Design uart_tx_scheduler, sky130hd; sources not shown.
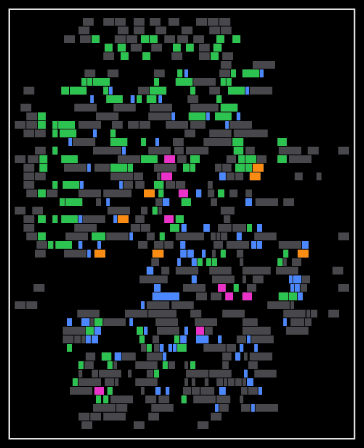
(gate-type map)
colour	family	cells
orange	mux cells	7
blue	nor cells	81
green	aoi and oai cells	112
magenta	non-inverting ao/oa cells	9
Comb area share: 43.3%
Top cell excl fill/tap: clkdlybuf4s50_1
post-route insts no fill: 656

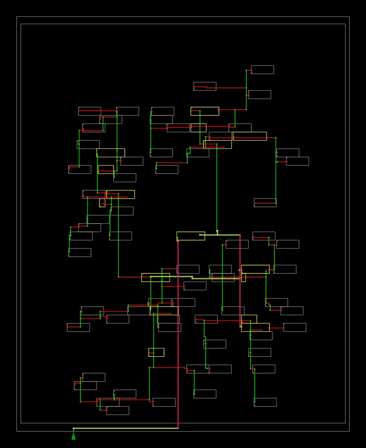
(clock wiring as the flow saved it)
Num Clock Sinks: 64
P_clk: 0.429 mW
clock buffers: 14
clk ins delay skew pair: 0.32 ns
total CTS buffers: 9

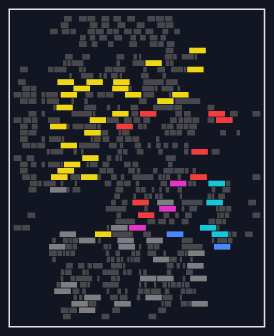
(sequential cells coloured by netlist name)
colour	signal	sequential cells
yellow	r_snap	24
magenta	u_ser.r_idx	3
cyan	u_ser.r_gap	4
blue	u_ser.r_state	2
red	u_ser.tx_data	8
Storage cell area: 0.00128 sq mm
seq pwr: 0.381 mW
Seq/total area: 26.1%
Finished Core Util: 35.4%

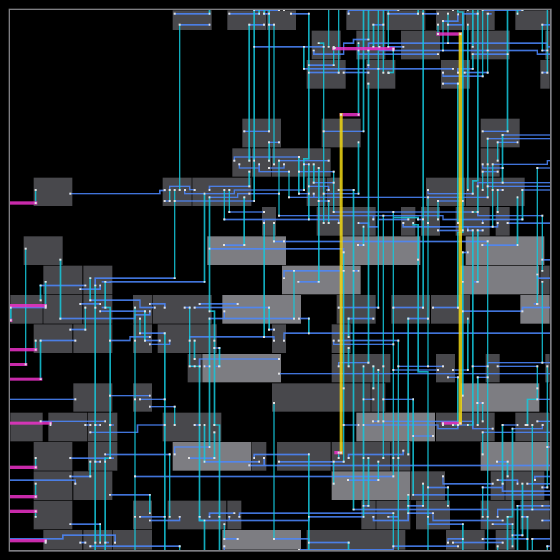
(close-up of the layout)
Window x 2 to 52, y 77 to 127 microns. Cells in grey, sequential cells in the stronger grey; small squares are vias.
colour	layer
yellow	metal 4
cyan	metal 2
magenta	metal 3
blue	metal 1
cells with their middle in the window	106
sequential cells in the window	13
most frequent	clkdlybuf4s50_1 (31), a22oi_1 (13), dfxtp_1 (13)

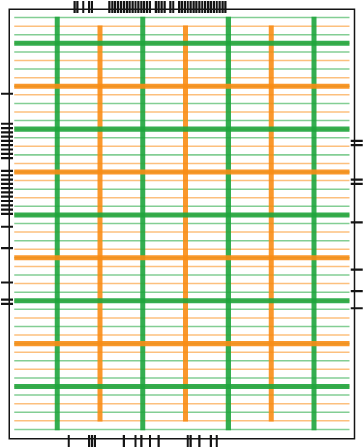
(power grid)
Pins as bars on the die edge.
colour	net
green	VSS
orange	VDD
signal pins	91
rows	48
Die X: 109 microns
CORE AREA: 0.0139 sq mm
die y size: 136 microns

==> flow_summary.ini <==
; yosys + openroad results
[worst_setup_path]
r2r_slack_ns = 3.59
worstSetupPathType = input pin to output port
cp.required_ns = 6.00
arrival_ns = 3.81
startpoint_type = input pin
end_kind = output port
path_max_fanout = 7
r2r_cells = 11

[synth]
synth-seq-area-share_pct = 35.8
edf_count = 0
yosysTopAreaCell = dfxtp_1
ys_seq_elements = 64
synth_area_sq_mm = 0.00357
ys_cells = 399
syn-num-nets = 479
synthFlopType = dfxtp_1
top_area_share_pct = 35.8
ys_area_sq_mm = 0.00357
synth-warning-count = 0
postSynthCellCount = 399
topCellsByArea = dfxtp_1 (36%), a311oi_2 (8.4%), nor2_1 (4.9%), a22oi_1 (4.4%), o21ai_0 (3.6%)

[power]
power_density_mw_per_mm2 = 205
p_int_mw = 0.728
swShare_pct = 27.5
clockPowerShare_pct = 42.7
seq_power_share_pct = 37.9
p_comb_share_pct = 19.3
ir_drop_v = 0.0000832
leakagePower_nw = 1.66

[place]
io_buffers = 90
finalWeightedCongestion = 0.740
dpl.cell_count = 640
place_hpwl_mm = 7.13

[routing]
wl_per_cell_microns = 15.0
dr.pass1.iters = 4
totalWireLength_mm = 9.82
via_per_inst = 4.93
drc = 0
final_antenna_net_count = 0
vias = 3237

[cells_and_area]
final_cell_mix = clkdlybuf4s50_1 (89), dfxtp_1 (64), nor2_1 (47)
antenna_cells = 0
fillers = 1392
comb_area_sq_mm = 0.00212
drive_gt1_share_pct = 10.6
largest_reg_flops = 24
finalNetCount = 556

[sta]
clock.fmax_ghz = 0.184
fin_crit_ns = 5.44
finalHoldViolations = 0
holdWs_ns = 0.366
setup-violations-final = 0
rsz0062_at_grt = false
fin_crit_sh_pct = 71.3
tns_ns = 0

[grt]
gr-total-overflow = 0
grt_pass1_vias = 3164
grt_max_degree = 57
grt_use_total_pct = 14.1

[floorplanning]
fp_util_pct = 25.8
placementRows = 48
dieArea_sq_mm = 0.0148

[clock_network]
cts_buffer_depth = 2
cts_resized = 0
cts_htree_levels = 3
root_buffer = clkbuf_16
hold_buffers = 0
cts_tree = yes

[flow_run]
maxCapViolCount = 0
warning_count = 29

[run_status]
outcome = finished, final reports clean

[worst_hold_path]
hold_class = flop to flop
layout make-up:
cell class / count / area share (%)
multi-input combinational: 297 / 43.3
sequential: 64 / 26.1
timing repair buffer: 94 / 18.9
clock buffer: 14 / 5.79
tap: 175 / 4.46
inverter: 10 / 0.765
clock inverter: 2 / 0.714
cells by family after synthesis:
family / count (synthesis) / synth area share, %
compound gates: 121 / 27.1
simple gates: 136 / 20.3
buf+inv: 38 / 4.97
xor+xnor: 23 / 5.64
flops: 64 / 35.8
mux: 7 / 1.96
fa+ha+maj: 10 / 4.13
metal layers:
layer	vias to the layer above	track usage, %	part of all wire (%)
met5	-	0	0
met4	0	5.78	1.6
met3	10	2.79	2.8
met2	56	23.5	52
met1	1534	17.6	44
li1	1637	-	-
synth_stat cells, types with 5 or more instances:
cell and instances:
a311oi_2 20, ha_1 7, nor4_1 5, inv_1 10
nand2_1 13, nand2b_1 6, nand4_1 6, or3_1 5
xor2_1 11, clkbuf_1 18, o21ai_0 26, nor2_1 47
nor2b_1 10, a22oi_1 21, o2bb2ai_1 5, a21oi_1 19
xnor2_1 12, dfxtp_1 64, mux2i_1 7, nand3b_1 7
nor3_1 15
metrics by stage:
step                worst slack, ns  instance area, sq um  util (%)  total power, mW
finish                         2.19                  4910      35.4             1.00
global route                   2.08                  4910      35.4             1.06
CTS                            2.17                  4910      35.4             1.02
detailed placement             2.08                  4590      33.1            0.584
global placement               2.15                  4590      33.1            0.582
floorplan                      2.81                  3570         -            0.515
worst max-delay path, cell delays in order:
cell and delay, ns:
clkdlybuf4s50_1 0.52, and4b_1 0.37, nand2_1 0.16, inv_1 0.10, clkdlybuf4s50_1 1.13
power groups by stage:
stage | Clock, mW | Sequential [mW] | Combinational, mW
after floorplan | 0 | 0.415 | 0.100
final | 0.429 | 0.381 | 0.194
after detailed placement | 0 | 0.388 | 0.196
after CTS | 0.441 | 0.381 | 0.197
after global routing | 0.460 | 0.385 | 0.211
after global placement | 0 | 0.388 | 0.194
Power and IR drop assume default switching activity.
